## src/rtl/seg7_pkg.sv

```systemverilog
// Shared constants, state encoding and segment lookup for the multi-digit
// 7-segment display driver (segment bit order g..a, active-low).
package seg7_pkg;

    localparam logic [6:0] SEG_BLANK = 7'b1111111;
    localparam logic [6:0] SEG_DASH  = 7'b0111111;

    typedef enum logic [1:0] {
        IDLE  = 2'd0,
        SHIFT = 2'd1,
        LOAD  = 2'd2
    } state_t;

    // Codes 10-15 are not BCD; show a dash rather than garbage.
    function automatic logic [6:0] seg_code(input logic [3:0] digit);
        logic [6:0] code_v;
        case (digit)
            4'd0:    code_v = 7'b1000000;
            4'd1:    code_v = 7'b1111001;
            4'd2:    code_v = 7'b0100100;
            4'd3:    code_v = 7'b0110000;
            4'd4:    code_v = 7'b0011001;
            4'd5:    code_v = 7'b0010010;
            4'd6:    code_v = 7'b0000010;
            4'd7:    code_v = 7'b1111000;
            4'd8:    code_v = 7'b0000000;
            4'd9:    code_v = 7'b0010000;
            default: code_v = SEG_DASH;
        endcase
        return code_v;
    endfunction

endpackage

```

## src/rtl/bcd_to_seg7.sv

```systemverilog
// Single-digit decoder: 4-bit BCD plus blank request to an active-low
// 7-segment code.
module bcd_to_seg7
    import seg7_pkg::*;
(
    input  logic [3:0] bcd,
    input  logic       blank,
    output logic [6:0] seg
);

    // Blank overrides the digit value.
    always_comb begin
        seg = SEG_BLANK;
        if (blank) begin
            seg = SEG_BLANK;
        end else begin
            seg = seg_code(bcd);
        end
    end

endmodule

```

## src/rtl/seg7_multi_display.sv

```systemverilog
// Multi-digit 7-segment driver: sequential double-dabble binary-to-BCD
// conversion behind a valid/ready handshake, with blanking, overflow and blink.
module seg7_multi_display
    import seg7_pkg::*;
#(
    parameter int NUM_DIGITS = 6,
    parameter int BIN_WIDTH  = 20,
    parameter int BLINK_DIV  = 25_000_000
) (
    input  logic                         clk,
    input  logic                         reset_n,
    input  logic [BIN_WIDTH-1:0]         in_value,
    input  logic                         in_valid,
    output logic                         in_ready,
    input  logic                         lz_blank,
    input  logic                         blink_en,
    output logic                         done,
    output logic                         overflow,
    output logic [NUM_DIGITS-1:0][6:0]   hex
);

    localparam int BCD_W = 4 * NUM_DIGITS;
    localparam int CNT_W = (BIN_WIDTH > 1) ? $clog2(BIN_WIDTH) : 1;
    localparam int BLK_W = (BLINK_DIV > 1) ? $clog2(BLINK_DIV) : 1;
    localparam logic [CNT_W-1:0] CNT_LAST = CNT_W'(BIN_WIDTH - 1);
    localparam logic [CNT_W-1:0] CNT_ONE  = CNT_W'(1);
    localparam logic [BLK_W-1:0] BLK_LAST = BLK_W'(BLINK_DIV - 1);
    localparam logic [BLK_W-1:0] BLK_ONE  = BLK_W'(1);

    state_t                       state_r;
    state_t                       state_s;
    logic [BIN_WIDTH-1:0]         bin_r;
    logic [BCD_W-1:0]             bcd_r;
    logic [BCD_W-1:0]             adj_s;
    logic                         ovf_scr_r;
    logic                         lz_r;
    logic [CNT_W-1:0]             cnt_r;
    logic [NUM_DIGITS-1:0][6:0]   hex_r;
    logic [NUM_DIGITS-1:0][6:0]   code_s;
    logic [6:0]                   dec_s [NUM_DIGITS];
    logic [NUM_DIGITS-1:0]        blank_s;
    logic                         ovf_r;
    logic                         done_r;
    logic [BLK_W-1:0]             blk_cnt_r;
    logic                         phase_r;

    assign in_ready = (state_r == IDLE);
    assign done     = done_r;
    assign overflow = ovf_r;

    // FSM state register.
    always_ff @(posedge clk or negedge reset_n) begin
        if (!reset_n) begin
            state_r <= IDLE;
        end else begin
            state_r <= state_s;
        end
    end

    // FSM next-state logic.
    always_comb begin
        state_s = state_r;
        case (state_r)
            IDLE: begin
                if (in_valid) begin
                    state_s = SHIFT;
                end else begin
                    state_s = IDLE;
                end
            end
            SHIFT: begin
                if (cnt_r == CNT_LAST) begin
                    state_s = LOAD;
                end else begin
                    state_s = SHIFT;
                end
            end
            LOAD:    state_s = IDLE;
            default: state_s = IDLE;
        endcase
    end

    // Add-3 correction on every BCD digit of 5 or more before the shift.
    always_comb begin
        adj_s = '0;
        for (int i = 0; i < NUM_DIGITS; i++) begin
            if (bcd_r[4*i +: 4] >= 4'd5) begin
                adj_s[4*i +: 4] = bcd_r[4*i +: 4] + 4'd3;
            end else begin
                adj_s[4*i +: 4] = bcd_r[4*i +: 4];
            end
        end
    end

    // Double-dabble datapath; a 1 leaving the top digit means overflow.
    always_ff @(posedge clk or negedge reset_n) begin
        if (!reset_n) begin
            bin_r     <= '0;
            bcd_r     <= '0;
            ovf_scr_r <= 1'b0;
            lz_r      <= 1'b0;
            cnt_r     <= '0;
        end else begin
            case (state_r)
                IDLE: begin
                    if (in_valid) begin
                        bin_r     <= in_value;
                        bcd_r     <= '0;
                        ovf_scr_r <= 1'b0;
                        lz_r      <= lz_blank;
                        cnt_r     <= '0;
                    end
                end
                SHIFT: begin
                    bcd_r     <= {adj_s[BCD_W-2:0], bin_r[BIN_WIDTH-1]};
                    bin_r     <= bin_r << 1;
                    ovf_scr_r <= ovf_scr_r | adj_s[BCD_W-1];
                    cnt_r     <= cnt_r + CNT_ONE;
                end
                default: begin
                    cnt_r <= cnt_r;
                end
            endcase
        end
    end

    // Leading-zero scan from the most significant digit; digit 0 always shows.
    always_comb begin
        logic nz_v;
        nz_v    = 1'b0;
        blank_s = '0;
        for (int i = NUM_DIGITS - 1; i >= 0; i--) begin
            nz_v       = nz_v | (bcd_r[4*i +: 4] != 4'd0);
            blank_s[i] = lz_r & ~nz_v & (i != 0);
        end
    end

    for (genvar g = 0; g < NUM_DIGITS; g++) begin : g_dig
        bcd_to_seg7 u_dec (
            .bcd   (bcd_r[4*g +: 4]),
            .blank (blank_s[g]),
            .seg   (dec_s[g])
        );
    end

    // Overflow replaces every digit with a dash.
    always_comb begin
        code_s = '0;
        for (int i = 0; i < NUM_DIGITS; i++) begin
            if (ovf_scr_r) begin
                code_s[i] = SEG_DASH;
            end else begin
                code_s[i] = dec_s[i];
            end
        end
    end

    // Display registers update only at the end of a conversion.
    always_ff @(posedge clk or negedge reset_n) begin
        if (!reset_n) begin
            hex_r  <= {NUM_DIGITS{SEG_BLANK}};
            ovf_r  <= 1'b0;
            done_r <= 1'b0;
        end else begin
            done_r <= (state_r == LOAD);
            if (state_r == LOAD) begin
                hex_r <= code_s;
                ovf_r <= ovf_scr_r;
            end
        end
    end

    // Free-running blink divider; phase flips on every wrap.
    always_ff @(posedge clk or negedge reset_n) begin
        if (!reset_n) begin
            blk_cnt_r <= '0;
            phase_r   <= 1'b0;
        end else if (blk_cnt_r == BLK_LAST) begin
            blk_cnt_r <= '0;
            phase_r   <= ~phase_r;
        end else begin
            blk_cnt_r <= blk_cnt_r + BLK_ONE;
        end
    end

    // Blink mask is applied after the registers so stored digits survive.
    always_comb begin
        hex = hex_r;
        for (int i = 0; i < NUM_DIGITS; i++) begin
            if (blink_en && phase_r) begin
                hex[i] = SEG_BLANK;
            end else begin
                hex[i] = hex_r[i];
            end
        end
    end

endmodule

```

## config.mk

```make
export PLATFORM = sky130hd
export DESIGN_NAME = seg7_multi_display
export DESIGN_NICKNAME = d
export VERILOG_FILES = /design/src/rtl/seg7_pkg.sv /design/src/rtl/bcd_to_seg7.sv /design/src/rtl/seg7_multi_display.sv
export SDC_FILE = /design/constraint.sdc
export NUM_CORES = 1
export LEC_CHECK = 0
export CORE_MARGIN = 2
export CORE_UTILIZATION = 40
export CTS_CLUSTER_DIAMETER = 50
export CTS_CLUSTER_SIZE = 40
export DETAILED_ROUTE_END_ITERATION = 8
export GPL_TIMING_DRIVEN = 0
export PLACE_DENSITY = 0.62
export SLEW_MARGIN = 20
export SYNTH_ARGS = -nofsm -noshare
export SYNTH_HDL_FRONTEND = slang
export SYNTH_SLANG_ARGS = --single-unit
```

## constraint.sdc

```tcl
create_clock -name clk -period 2.5 [get_ports clk]
set_clock_uncertainty 0.15 [all_clocks]
set_input_delay 0.25 -clock clk [delete_from_list [all_inputs] [get_ports clk]]
set_output_delay 0.25 -clock clk [all_outputs]
set_load 0.02 [all_outputs]
```

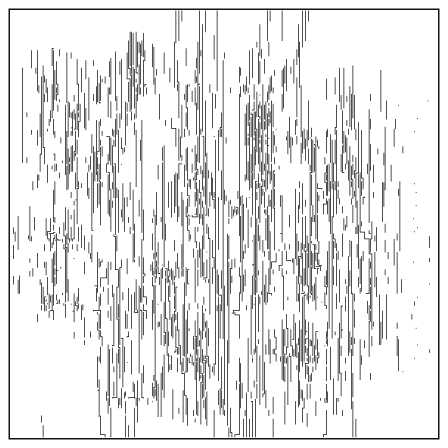
Fig. 1. Metal 2 (run 1).
nets with wire on the layer: 701
share of all routed wire: 49%
main direction: vertical
wire length on this layer: 8080 um

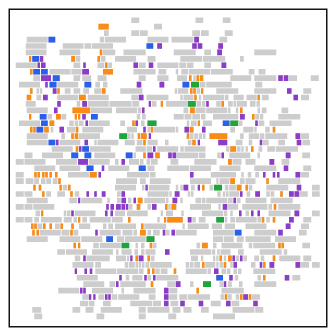
Fig. 2. Logic cells by family (run 1).
| colour | family | cells |
|---|---|---|
| purple | nand cells | 141 |
| orange | nor cells | 121 |
| blue | xor and xnor cells | 24 |
| green | mux cells | 10 |

==> summary.txt, run 1 <==
impl run done, here's what came out: Slew @ Worst Pin 0.742 ns, status completed, Post-Syn Area 0.00671 mm^2, Post-synth ARST share 100%, worst-skew pair later-pin latency 0.42 ns, Final Power 9.39 mW, Distinct cells, synth 67, max-slew violations 0, final net count 862, H-tree levels 4, critical setup path kind reg -> out, Syn Nets 772, Hold Slack 0.214 ns, yosys warns 0, DR pass1 iterations 5, TritonCTS clock tree yes, mi-comb count 522, Die Footprint 0.0178 mm^2, CP Buf/Inv Count 2, Leading cell kind combinational gates, PD cells 1120 mW/mm^2, clk slew on worst S/H paths 0.06 ns, Site Rows 47, vias in the first global route 5562, setup_tns 0 ns, first-pass GRT wire length 27500 um, initial antenna violation count 0, clock buffer count 21, logic share of the area 39.2%, GRT overflow 0, Clock Path Buffers 2, Slew headroom 50.6%, Seq cells 123, Max Cap Viol 0, Top cells excl fill/tap nor2_1 (91), dfrtp_1 (81), clkdlybuf4s50_1 (68), nand2_1 (59), nand2b_1 (51), final estimated routing congestion in global placement 0.882, GRT Overall Usage 19.4%, Non-clock buffer share 10.8%, DR top layer met4, Seq/total area 37.2%, post-place instance area 0.00771 mm^2, Most used DFF post-synth dfrtp_1, register area 0.00313 mm^2, Metal-1 WL 7170 um, # setup viols final 0, simple share 22.2%, Sinks on Clock Net 123, CP Data Required Time 2.10 ns, critical path peak fanout 10, Core Util, Final 51.1%, setup ws final 0.120 ns
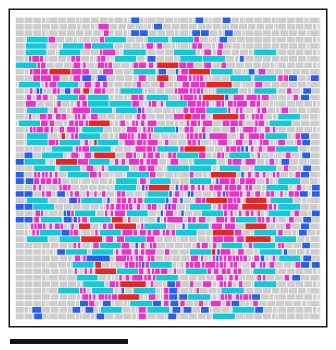
Fig. 3. Cell classes on the final placement (run 1).
The bar under the picture is 50 um long. Fill, decap, tap and diode cells in grey.
| colour | class | cells | share of their area |
|---|---|---|---|
| red | clock drivers and dummy loads | 32 | 8.4% |
| magenta | remaining logic cells | 552 | 42% |
| blue | remaining buffers and delay cells | 111 | 11% |
| cyan | registers | 123 | 38% |

-- run 1: power by group --
group	total [mW]	internal (mW)	switching (mW)	leakage, nW
clock	2.83	1.94	0.883	0.329
combinational	3.59	1.50	2.09	1.74
sequential	2.97	2.54	0.435	1.45
total	9.39	5.98	3.41	3.52
-- run 1: cell usage after synthesis (18+ instances only) --
cell type	n	area share, %
o22a_1	18	2.3
nand3_1	19	1.4
inv_1	30	1.7
dfrtp_1	81	30
o22ai_1	21	2.0
ha_1	32	6.0
clkbuf_1	32	1.8
o21ai_0	40	3.0
a21oi_1	40	3.0
nor2_1	91	5.1
nand2_1	60	3.4
nand2b_1	51	4.8
dfstp_2	42	16
-- run 1: path summary, 6_finish.rpt --
check,from,cells past startpoint,to,slack [ns]
max,phase_r,4,hex[41],0.12
min in group clk,in_value[0],3,bin_r[0],0.22
max reg2reg,bcd_r[20],6,hex_r[22],0.22
min,reset_n,2,bin_r[14],0.21
min reg2reg,hex_r[20],2,hex_r[20],0.31
max in group asynchronous,reset_n,3,hex_r[30],1.22
-- run 1: what timing repair did --
| item | in CTS | in global routing |
|---|---|---|
| resized | 6 | 1 |
| hold buffers | 1 | 0 |
| hold endpoints to repair | 42 | 0 |
| endpoints found under the setup margin | 40 | 1 |
| buffers inserted | 0 | 0 |
| pin swaps | 0 | 0 |
-- run 1: sequential cells by signal, indices dropped and copies added (netlist names) --
signal and flops:
state_r 2, blk_cnt_r 25, done 1, phase_r 1
overflow 1, bin_r 20, bcd_r 24, cnt_r 5
ovf_scr_r 1, hex_r 42, lz_r 1
-- run 1: routing by layer --
| metal | vias to the layer above | global-route usage [%] |
|---|---|---|
| met5 | - | 0 |
| met4 | 0 | 7.51 |
| met3 | 23 | 4.49 |
| met2 | 136 | 32.9 |
| met1 | 2685 | 24.0 |
| li1 | 2673 | - |
==> run 2: changes to the inputs <==
--- a/config.mk
+++ b/config.mk
@@ -12,7 +12,8 @@
 export DETAILED_ROUTE_END_ITERATION = 8
 export GPL_TIMING_DRIVEN = 0
 export PLACE_DENSITY = 0.62
-export SLEW_MARGIN = 20
+export RECOVER_POWER = 50
+export SETUP_SLACK_MARGIN = 0.15
 export SYNTH_ARGS = -nofsm -noshare
 export SYNTH_HDL_FRONTEND = slang
 export SYNTH_SLANG_ARGS = --single-unit
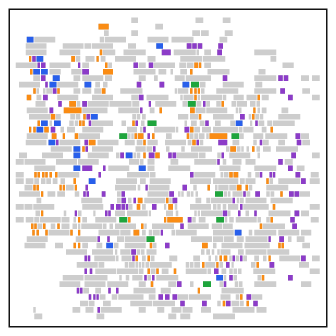
Fig. 4. Logic cells by family (run 2).
| colour | family | cells |
|---|---|---|
| purple | nand cells | 141 |
| green | mux cells | 10 |
| orange | nor cells | 121 |
| blue | xor and xnor cells | 24 |

==> run 2 against run 1 <==
Design area grew 0.73%. First-iteration DRC count is 12% lower. Synthesized cell count stayed put. Critical path type unchanged. Highest routed layer unchanged.
==> summary.txt, run 2 <==
impl run done, here's what came out: vias in the first global route 5592 (was 5562), worst reg2reg path depth 6 (unchanged), biggest regs hex_r: 42 flops, blk_cnt_r: 25 flops, bcd_r: 24 flops (unchanged), DR top layer met4 (unchanged), Slew @ Worst Pin 1.35 ns (was 0.742 ns), Sinks on Clock Net 123 (unchanged), Post-synth ARST share 100% (unchanged), Core Util, Final 51.5% (was 51.1%), DR pass1 iterations 5 (unchanged), Top cells excl fill/tap nor2_1 (91), dfrtp_1 (81), nand2_1 (59), nand2b_1 (51), clkdlybuf4s50_1 (48) (was nor2_1 (91), dfrtp_1 (81), clkdlybuf4s50_1 (68), nand2_1 (59), nand2b_1 (51)), Post-Syn Area 0.00671 mm^2 (unchanged), hold depth 3, Syn Nets 772 (unchanged), Top reg by flops hex_r (unchanged), Multiplexer share 1.51% (unchanged), Top-area cell share 30.2% (unchanged), setup_tns 0 ns (unchanged), setup slack, reg-to-reg 0.32 ns (was 0.22 ns), CP Data Required Time 2.10 ns (about the same), Max Cap Viol 0 (unchanged), GRT Overall Usage 19.4% (about the same), post-place instance area 0.00771 mm^2 (unchanged), Worst setup startpoint phase_r (unchanged), CP Buf/Inv Count 2 (unchanged), Internal Power 6.02 mW (was 5.98 mW), Hold Slack 0.214 ns (about the same), TritonCTS clock tree yes (unchanged), Clock Path Buffers 2 (unchanged), CP Depth 4 (unchanged), Crit Reg-Reg Endpoint hex_r[22] (unchanged), area leader, netlist dfrtp_1 (unchanged), crit path to hex[11] (was hex[41]), Switching Fraction 36.5% (was 36.3%), Gate power share 38.0% (was 38.2%), Top cells by area dfrtp_1 (30%), dfstp_2 (16%), ha_1 (6.0%) (unchanged), initial antenna violation count 0 (unchanged), max-slew violations 0 (unchanged), setup ws final 0.226 ns (was 0.120 ns), Slew headroom 10.0% (was 50.6%), H-tree levels 4 (unchanged), Site Rows 47 (unchanged), Metal-1 WL 7450 um (was 7170 um), Distinct cells, synth 67 (unchanged), max reg flops 42 (unchanged), first-pass GRT wire length 27600 um (was 27500 um), hold path start in_value[0], critical setup path kind reg -> out (unchanged), Clk pwr share 30.6% (was 30.1%), top-count cell post-synth nor2_1 (unchanged), Hold Crit Endpoint bin_r[0], worst-skew pair later-pin latency 0.43 ns (was 0.42 ns), Most used DFF post-synth dfrtp_1 (unchanged), clk slew on worst S/H paths 0.06 ns (about the same), # setup viols final 0 (unchanged), status completed (unchanged), top cells by count nor2_1 (91), dfrtp_1 (81), nand2_1 (60), nand2b_1 (51), dfstp_2 (42) (unchanged), Sequential Power Share 31.4% (was 31.7%), GRT overflow 0 (unchanged), PD cells 1120 mW/mm^2 (about the same)
==> run 2: cell counts after synthesis <==
Identical to the previous run, type by type.
==> run 2: cell families after synthesis <==
logic type	Yosys count
simple gates	286
compound gates	170
flops	123
buf+inv	70
fa+ha+maj	32
xor+xnor	24
mux	10
==> run 2: what timing repair did <==
item	4_1_cts	5_1_grt
pin swaps	0	2
resized	12	22
setup endpoints to repair	40	44
hold buffers	1	0
hold endpoints to repair	93	0
buffers inserted	0	3
==> run 2: power groups by stage <==
| stage | Sequential, mW | Clock, mW | Combinational, mW |
|---|---|---|---|
| 2_1_floorplan | 2.86 | 0 | 2.68 |
| 3_3_place_gp | 2.96 | 0 | 3.43 |
| 3_5_place_dp | 2.99 | 0 | 3.55 |
| 4_1_cts | 2.96 | 2.93 | 3.59 |
| 5_1_grt | 3.05 | 3.02 | 4.04 |
| 6_report | 2.97 | 2.90 | 3.61 |
==> run 2: metal layers <==
metal / vias up / GRT usage, %
met5: - / 0
met4: 0 / 7.21
met3: 14 / 4.64
met2: 111 / 32.8
met1: 2682 / 24.2
li1: 2682 / -
==> run 2: layout make-up <==
class / count / area [um^2] / share of cell area, %
Buffer: 40 / 191 / 2.26
Clock buffer: 19 / 443 / 5.22
Clock inverter: 13 / 245 / 2.89
Inverter: 30 / 113 / 1.33
Multi-Input combinational cell: 522 / 3300 / 38.9
Sequential cell: 123 / 3130 / 36.9
Tap cell: 220 / 275 / 3.25
Timing Repair Buffer: 74 / 778 / 9.18
==> run 2: worst reg2reg max path, delay by kind of cell (launching register included) <==
kind            cells  cell delay (ns)
fa+ha+maj           1             0.27
flops               1             0.45
simple gates        2             0.64
buf+inv             1             0.14
compound gates      2             0.48
Power is estimated from default activity; no workload was simulated.
